File: config.mk
export PLATFORM = sky130hd
export DESIGN_NAME = block_instr_fetch_flat
export DESIGN_NICKNAME = d
export VERILOG_FILES = /design/src/rtl/block_instr_fetch_pkg.sv /design/src/rtl/block_instr_fetch_if.sv /design/src/rtl/block_instr_fetch_instr_fifo2.sv /design/src/rtl/block_instr_fetch.sv /design/src/flat_wrapper.sv
export SDC_FILE = /design/constraint.sdc
export NUM_CORES = 2
export LEC_CHECK = 0
export CORE_ASPECT_RATIO = 2
export CORE_MARGIN = 5
export CORE_UTILIZATION = 50
export DETAILED_ROUTE_END_ITERATION = 12
export PLACE_DENSITY = 0.74
export SKIP_CTS_REPAIR_TIMING = 1
export SLEW_MARGIN = 10
export SYNTH_ARGS = -nofsm -noshare
export SYNTH_HDL_FRONTEND = slang
export SYNTH_SLANG_ARGS = --single-unit
File: constraint.sdc
create_clock -name clk -period 4.4 [get_ports clk]
set_input_delay 0.44 -clock clk [delete_from_list [all_inputs] [get_ports clk]]
set_output_delay 0.44 -clock clk [all_outputs]
set_load 0.02 [all_outputs]
File: src/rtl/block_instr_fetch_pkg.sv
// ============================================================================
//  Module   : block_instr_fetch_pkg
//  Purpose  : Shared types and constants for the instruction fetch block:
//             FSM state encoding, output FIFO depth, instruction word width.
//  Revision : 1.0 - initial release
// ============================================================================
`default_nettype none

// Instruction width normally comes from the block-level header; fall back to
// the block's standard 24-bit word when that header is not in the build.
`ifndef BLOCK_INSTR_WIDTH
`define BLOCK_INSTR_WIDTH 24
`endif

package block_instr_fetch_pkg;

  // Width of one instruction word as seen by the decoder.
  localparam int c_instr_w = `BLOCK_INSTR_WIDTH;

  // Depth of the output buffer between program memory and the decoder.
  localparam int c_fifo_depth = 2;

  // Fetch sequencer states.
  typedef enum logic [1:0] {
    ST_IDLE  = 2'd0,
    ST_RUN   = 2'd1,
    ST_DRAIN = 2'd2
  } state_t;

endpackage

`default_nettype wire

File: src/rtl/block_instr_fetch_if.sv
// ============================================================================
//  Module   : block_instr_fetch_if
//  Purpose  : Valid/ready instruction stream from the fetch unit to the
//             decoder. The fetch unit is the master.
//  Revision : 1.0 - initial release
// ============================================================================
`default_nettype none

interface block_instr_fetch_if
  import block_instr_fetch_pkg::*;
  ();

  logic [c_instr_w-1:0] instr;
  logic                 instr_valid;
  logic                 instr_ready;
  logic                 instr_last;

  modport master (
    output instr,
    output instr_valid,
    output instr_last,
    input  instr_ready
  );

  modport slave (
    input  instr,
    input  instr_valid,
    input  instr_last,
    output instr_ready
  );

endinterface

`default_nettype wire

File: src/rtl/block_instr_fetch_instr_fifo2.sv
// ============================================================================
//  Module   : instr_fifo2
//  Purpose  : Two-entry valid/ready FIFO. The head entry drives out_data while
//             out_valid is high and only changes on a pop, so the consumer
//             sees stable data across stalls.
//  Revision : 1.0 - initial release
// ============================================================================
`default_nettype none

module instr_fifo2
  import block_instr_fetch_pkg::*;
#(
  parameter int WIDTH = 8
) (
  input  wire logic             clk,
  input  wire logic             reset_n,
  input  wire logic             in_valid,
  output logic                  in_ready,
  input  wire logic [WIDTH-1:0] in_data,
  output logic                  out_valid,
  input  wire logic             out_ready,
  output logic [WIDTH-1:0]      out_data
);

  // Depth is fixed at two, so one-bit pointers wrap naturally.
  logic [WIDTH-1:0] r_slot [c_fifo_depth];
  logic             r_wr_ptr;
  logic             r_rd_ptr;
  logic [1:0]       r_count;
  logic             w_push;
  logic             w_pop;

  assign in_ready  = (r_count < 2'(c_fifo_depth));
  assign out_valid = (r_count != 2'd0);
  assign out_data  = r_slot[r_rd_ptr];
  assign w_push    = in_valid && in_ready;
  assign w_pop     = out_valid && out_ready;

  // Entry storage; contents are meaningless until marked valid by r_count.
  always_ff @(posedge clk) begin
    if (w_push) begin
      r_slot[r_wr_ptr] <= in_data;
    end
  end

  // Pointer and occupancy bookkeeping.
  always_ff @(posedge clk or negedge reset_n) begin
    if (!reset_n) begin
      r_wr_ptr <= 1'b0;
      r_rd_ptr <= 1'b0;
      r_count  <= 2'd0;
    end else begin
      if (w_push) begin
        r_wr_ptr <= ~r_wr_ptr;
      end
      if (w_pop) begin
        r_rd_ptr <= ~r_rd_ptr;
      end
      case ({w_push, w_pop})
        2'b10:   r_count <= r_count + 2'd1;
        2'b01:   r_count <= r_count - 2'd1;
        default: r_count <= r_count;
      endcase
    end
  end

endmodule

`default_nettype wire

File: src/rtl/block_instr_fetch.sv
// ============================================================================
//  Module   : block_instr_fetch
//  Purpose  : Program memory plus fetch sequencer. Each accepted sample_tick
//             streams instructions 0..len-1 to the decoder over a valid/ready
//             handshake, flagging the final word and pulsing done afterwards.
//  Revision : 1.0 - initial release
// ============================================================================
`default_nettype none

module block_instr_fetch
  import block_instr_fetch_pkg::*;
#(
  parameter int data_width = 16,
  parameter int n_instrs   = 64,
  localparam int c_pc_w    = $clog2(n_instrs)
) (
  input  wire logic                 clk,
  input  wire logic                 reset_n,
  input  wire logic                 sample_tick,
  input  wire logic                 prog_wr_en,
  input  wire logic [c_pc_w-1:0]    prog_wr_addr,
  input  wire logic [c_instr_w-1:0] prog_wr_data,
  input  wire logic [c_pc_w:0]      prog_len,
  output logic                      busy,
  output logic                      done,
  output logic                      overrun,
  output logic                      wr_reject,
  block_instr_fetch_if.master       fetch
);

  // Kept only so the decoder and fetch unit share one parameter set.
  localparam int c_unused_data_width = data_width;

  localparam logic [c_pc_w:0] c_len_max = (c_pc_w + 1)'(n_instrs);
  localparam logic [c_pc_w:0] c_pc_one  = (c_pc_w + 1)'(1);

  state_t                 r_state;
  state_t                 w_state_nxt;
  logic [c_pc_w:0]        r_len;
  logic [c_pc_w:0]        r_pc;
  logic                   r_done;
  logic                   r_overrun;
  logic                   r_wr_reject;
  logic [c_instr_w-1:0]   r_prog_mem [n_instrs];

  logic                   w_tick_ok;
  logic [c_pc_w:0]        w_eff_len;
  logic                   w_issue;
  logic                   w_issue_last;
  logic                   w_fifo_in_ready;
  logic                   w_head_valid;
  logic                   w_head_last;
  logic [c_instr_w-1:0]   w_head_instr;
  logic                   w_xfer_last;

  assign w_tick_ok    = sample_tick && (r_state == ST_IDLE);
  assign w_eff_len    = (prog_len > c_len_max) ? c_len_max : prog_len;
  assign w_issue_last = ((r_pc + c_pc_one) == r_len);
  assign w_xfer_last  = w_head_valid && fetch.instr_ready && w_head_last;

  // The memory's synchronous read register is the FIFO slot itself: a read
  // issued this cycle is written into the FIFO at the next edge, so no read
  // is ever outstanding across an edge and FIFO space alone gates issue.
  instr_fifo2 #(
    .WIDTH (c_instr_w + 1)
  ) u_fifo (
    .clk       (clk),
    .reset_n   (reset_n),
    .in_valid  (w_issue),
    .in_ready  (w_fifo_in_ready),
    .in_data   ({w_issue_last, r_prog_mem[r_pc[c_pc_w-1:0]]}),
    .out_valid (w_head_valid),
    .out_ready (fetch.instr_ready),
    .out_data  ({w_head_last, w_head_instr})
  );

  assign fetch.instr_valid = w_head_valid;
  assign fetch.instr_last  = w_head_valid && w_head_last;
  assign fetch.instr       = w_head_valid ? w_head_instr : '0;
  assign busy              = (r_state != ST_IDLE);
  assign done              = r_done;
  assign overrun           = r_overrun;
  assign wr_reject         = r_wr_reject;

  // Next-state and read-issue decode.
  always_comb begin
    w_state_nxt = r_state;
    w_issue     = 1'b0;
    unique case (r_state)
      ST_IDLE: begin
        if (w_tick_ok && (w_eff_len != '0)) begin
          w_state_nxt = ST_RUN;
        end
      end
      ST_RUN: begin
        w_issue = w_fifo_in_ready;
        if (w_fifo_in_ready && w_issue_last) begin
          w_state_nxt = ST_DRAIN;
        end
      end
      ST_DRAIN: begin
        if (w_xfer_last) begin
          w_state_nxt = ST_IDLE;
        end
      end
      default: w_state_nxt = ST_IDLE;
    endcase
  end

  // State register.
  always_ff @(posedge clk or negedge reset_n) begin
    if (!reset_n) begin
      r_state <= ST_IDLE;
    end else begin
      r_state <= w_state_nxt;
    end
  end

  // Pass length is latched and PC restarts on the accepting tick.
  always_ff @(posedge clk or negedge reset_n) begin
    if (!reset_n) begin
      r_len <= '0;
      r_pc  <= '0;
    end else if (w_tick_ok) begin
      r_len <= w_eff_len;
      r_pc  <= '0;
    end else if (w_issue) begin
      r_pc  <= r_pc + c_pc_one;
    end
  end

  // Status pulses and the sticky overrun flag.
  always_ff @(posedge clk or negedge reset_n) begin
    if (!reset_n) begin
      r_done      <= 1'b0;
      r_overrun   <= 1'b0;
      r_wr_reject <= 1'b0;
    end else begin
      r_done      <= (w_tick_ok && (w_eff_len == '0)) ||
                     ((r_state == ST_DRAIN) && w_xfer_last);
      r_wr_reject <= prog_wr_en && (r_state != ST_IDLE);
      if (sample_tick && (r_state != ST_IDLE)) begin
        r_overrun <= 1'b1;
      end
    end
  end

  // Program memory: writable only while idle, never cleared by reset.
  always_ff @(posedge clk) begin
    if (prog_wr_en && (r_state == ST_IDLE)) begin
      r_prog_mem[prog_wr_addr] <= prog_wr_data;
    end
  end

endmodule

`default_nettype wire

File: src/flat_wrapper.sv
// flat-port wrapper written by rule: the top's interface ports become plain ports
module block_instr_fetch_flat import block_instr_fetch_pkg::*;
#(
  parameter int data_width = 16,
  parameter int n_instrs   = 64,
  localparam int c_pc_w    = $clog2(n_instrs)
)
  (clk, reset_n, sample_tick, prog_wr_en, prog_wr_addr, prog_wr_data, prog_len, busy, done, overrun, wr_reject, fetch_instr, fetch_instr_valid, fetch_instr_last, fetch_instr_ready);
  block_instr_fetch_if fetch_i ();
  input  wire logic clk;
  input  wire logic reset_n;
  input  wire logic sample_tick;
  input  wire logic prog_wr_en;
  input  wire logic [c_pc_w-1:0] prog_wr_addr;
  input  wire logic [c_instr_w-1:0] prog_wr_data;
  input  wire logic [c_pc_w:0] prog_len;
  output logic busy;
  output logic done;
  output logic overrun;
  output logic wr_reject;
  output wire logic [$bits(fetch_i.instr)-1:0] fetch_instr;
  output wire logic [$bits(fetch_i.instr_valid)-1:0] fetch_instr_valid;
  output wire logic [$bits(fetch_i.instr_last)-1:0] fetch_instr_last;
  input wire logic [$bits(fetch_i.instr_ready)-1:0] fetch_instr_ready;
  assign fetch_instr = fetch_i.instr;
  assign fetch_instr_valid = fetch_i.instr_valid;
  assign fetch_instr_last = fetch_i.instr_last;
  assign fetch_i.instr_ready = fetch_instr_ready;
  block_instr_fetch #(.data_width(data_width), .n_instrs(n_instrs)) u_core (.clk(clk), .reset_n(reset_n), .sample_tick(sample_tick), .prog_wr_en(prog_wr_en), .prog_wr_addr(prog_wr_addr), .prog_wr_data(prog_wr_data), .prog_len(prog_len), .busy(busy), .done(done), .overrun(overrun), .wr_reject(wr_reject), .fetch(fetch_i));
endmodule
==> images/layer_met3.png <==
Drawn at 1 px/um.
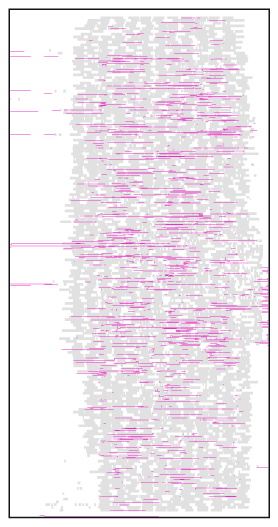
The longest straight run is 114 um. The layer holds 7.5% of the routed length.
met3 Use GR: 0.0383
via count: 30600
Routed Wire Length: 158000 um

==> images/io_placement.png <==
Drawn at 1 px/um. Pins as bars across the die edge, other pins in gray.
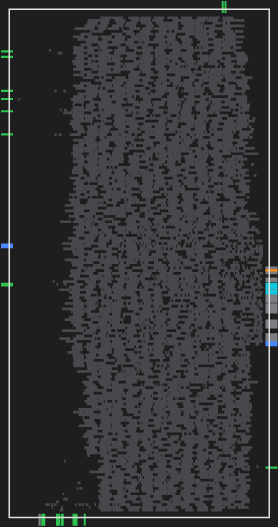
Orange marks fetch_instr_valid, pins 1, direction output, edge east. Green marks prog_wr_data, pins 24, direction input, edge 13 south, 8 west, 2 north, 1 east. Cyan marks prog_len, pins 7, direction input, edge east. Blue marks prog_wr_addr, pins 6, direction input, edge 3 east, 3 west.
All pins by edge: 45 east, 14 south, 11 west, 2 north.

==> results.cfg <==
; physical design summary
[die]
num_rows = 182
pin_count = 72
die_w_um = 258
coreArea_mm2 = 0.123
dieArea_mm2 = 0.131
die_h_um = 507
fp_util = 0.503

[power_and_ir_drop]
p_switching_mw = 12.5
seq_power_share = 0.438
p_int_mw = 28.2
powerDensity_mw_per_mm2 = 587
p_leak_nw = 21.7
sw_frac_of_total = 0.307
peakVddDrop_uv = 426
power.clock.fraction = 0.270
comb_power_share = 0.291

[yosys]
synth_area_per_cell_um2 = 21.2
synthMostInstantiatedCell = edfxtp_1
synthDistinctLibCells = 48
postSynthSeqShare = 0.781
synth_area_mm2 = 0.0617
synth-main-ff-cell = edfxtp_1
synth-warning-count = 0
edf_count = 1586
ys.flops = 1609
ys_chip_area_mm2 = 0.0617
syn_inst = 2908
largest_area_cell = edfxtp_1
async_flop_share = 0.0143
top_cells_by_area = edfxtp_1, mux4_2, mux2i_1, nand2_1, dfrtp_1
synth_nets = 2952
ys_cells = 2908
synthTopCellsByCount = edfxtp_1, mux4_2, nand2_1
top_area_frac = 0.772

[clocking]
clock-sinks = 1609
htreeDepth = 3
clock_path_buffers = 3
tritoncts = done
cts_root_buffer = clkbuf_16
clock_latency_ns = 0.76
cts_made_buffers = 121
clk_pin_slew_ns = 0.08

[timing]
fin_crit_ns = 3.74
maxSlewViolCount = 0
hold_viol = 0
fin_tns_setup_ns = 0
rsz0062_at_grt = no
hold_ws_ns = 0.168
finalCritPeriodShare = 0.850
fmaxAchievable_mhz = 267
relSlewSlack = 0.190
skew_ns = 0.0575
worstMarginPinSlew_ns = 1.21
setup_viol = 0

[worst_setup_path]
r2r_start = u_core.r_pc[2]$_DFFE_PN0P_
worstPathCellList = buf_4 > mux2i_1 > nor2_1 > clkdlybuf4s50_1
cp-end-kind = primary output
reg2regPathDepth = 8
cp.arrival_ns = 3.30
cp_max_fo = 13
crit_path_start_kind = register
reg2reg_slack_ns = 0.78
worstPathRequired_ns = 3.96
crit_type = register to primary output
slowest_stage = dfrtp_1
max_stage_delay_ns = 0.89
r2r_end = u_core.u_fifo.r_slot[0][15]$_DFFE_PP_

[run]
stage_log_warnings = 27
max-cap-violations = 0

[grt]
overflow = 0
first_global_vias = 31600
use_met1 = 0.284
grt_pass1_wl_um = 227000
antenna_found_initial = 10
grt_max_degree = 65

[route]
drc_errors = 0
vias_per_cell = 6.38
firstDrtPassIters = 5
first_iter_violations = 3634
ant_nets = 0

[run_status]
status = complete, no violations

[placed_design]
dp.final_hpwl_um = 94200
place.gp.congestion = 0.854
port_buffers = 71

[finish]
final_common_cell = edfxtp_1
area_delta_synth_final_pct = 12.1
layout.nets = 3181
final_layout_size_suffix_gt1_frac = 0.266
lay_top_cells = edfxtp_1, mux4_2, nand2_1, buf_4, clkbuf_16

[hold_path]
holdPathStages = 1
min_from = prog_wr_data[11]
min_to = u_core.r_prog_mem[42][11]$_DFFE_PP_
min_path_type = primary input to register
==> images/congestion.png <==
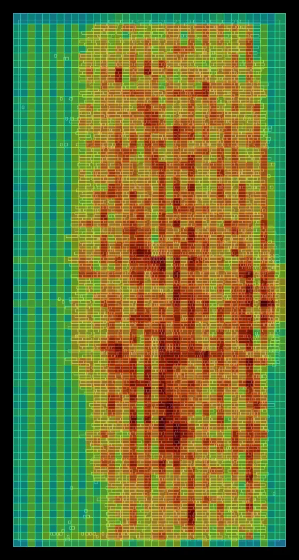
post-detailed-route wirelength per cell: 32.9 um
GR peak layer: met2
met2 usage in global routing: 0.419
Finished Core Util: 0.564
gr usage total: 0.241

[area by class of cell]
cell class | instances | area, um^2
fill | 8642 | 53500
sequential | 1609 | 48200
multi-input combinational | 1129 | 12800
clock buffer | 153 | 3180
timing repair buffer | 269 | 2290
tap | 1564 | 1960
clock inverter | 71 | 716
inverter | 7 | 26.3
antenna | 2 | 5.00
[critical path, delay by kind of cell (launching register included)]
kind          cells  cell delay (ns)
buf+inv           2             1.00
simple gates      1             0.17
flops             1             0.89
mux               1             0.45
[through the flow]
stage	cell area (um^2)	power, mW	worst slack (ns)	util	instances
floorplan	61700	25.2	1.70	-	2908
global placement	65300	29.9	0.822	0.532	4576
detailed placement	65300	30.1	0.766	0.532	4576
CTS	69200	40.9	0.577	0.564	4800
global route	69200	42.0	0.591	0.564	4804
finish	69200	40.7	0.660	0.564	4804
[how the worst max path moves through the flow]
| stage | to | slack, ns | start | cells past startpoint |
|---|---|---|---|---|
| 6_report | fetch_instr[14] | 0.66 | u_core.u_fifo.r_rd_ptr$_DFFE_PN0P_ | 4 |
| 4_1_cts | fetch_instr[20] | 0.58 | u_core.u_fifo.r_rd_ptr$_DFFE_PN0P_ | 3 |
| 2_1_floorplan | u_core.r_prog_mem[16][0]$_DFFE_PP_ | 1.70 | prog_wr_addr[4] | 4 |
| 3_5_place_dp | u_core.u_fifo.r_slot[0][15]$_DFFE_PP_ | 0.77 | u_core.r_pc[2]$_DFFE_PN0P_ | 8 |
| 3_3_place_gp | u_core.u_fifo.r_slot[0][15]$_DFFE_PP_ | 0.82 | u_core.r_pc[2]$_DFFE_PN0P_ | 8 |
| 5_1_grt | fetch_instr[14] | 0.59 | u_core.u_fifo.r_rd_ptr$_DFFE_PN0P_ | 4 |
[logic make-up (layout without fill, tap and decap cells)]
family | count (synthesis) | after routing | synth area share
buffers and inverters | 170 | 500 | 0.0145
AOI/OAI and AO/OA | 244 | 244 | 0.0257
other | 0 | 2 | 0
DFF | 1609 | 1609 | 0.781
xor gates and xnor gates | 15 | 15 | 0.00213
and+or+nand+nor | 411 | 411 | 0.0287
adders and majority gates | 2 | 2 | 0.000405
muxes | 457 | 457 | 0.148
[sequential cells by signal, summed over array words and instances (netlist names)]
| register | flops |
|---|---|
| u_core.done | 1 |
| u_core.overrun | 1 |
| u_core.r_len | 7 |
| u_core.r_pc | 7 |
| u_core.r_prog_mem | 1536 |
| u_core.r_state | 2 |
| u_core.u_fifo.r_count | 2 |
| u_core.u_fifo.r_rd_ptr | 1 |
| u_core.u_fifo.r_slot | 50 |
| u_core.u_fifo.r_wr_ptr | 1 |
| u_core.wr_reject | 1 |
[power by group through the flow]
stage / registers (mW) / clock network [mW] / logic (mW)
global route: 17.9 / 11.8 / 12.4
finish: 17.8 / 11.0 / 11.8
floorplan: 17.8 / 0 / 7.40
global placement: 18.1 / 0 / 11.8
detailed placement: 18.2 / 0 / 11.9
CTS: 17.8 / 11.1 / 12.0
[layer usage]
metal | vias to the layer above | part of all wire
met1 | 16100 | 0.33
met4 | 14 | 0.075
met5 | - | 0.00068
li1 | 12500 | -
met3 | 365 | 0.075
met2 | 1690 | 0.52
Power figures rest on the tool's default switching activity, not on a simulated workload.
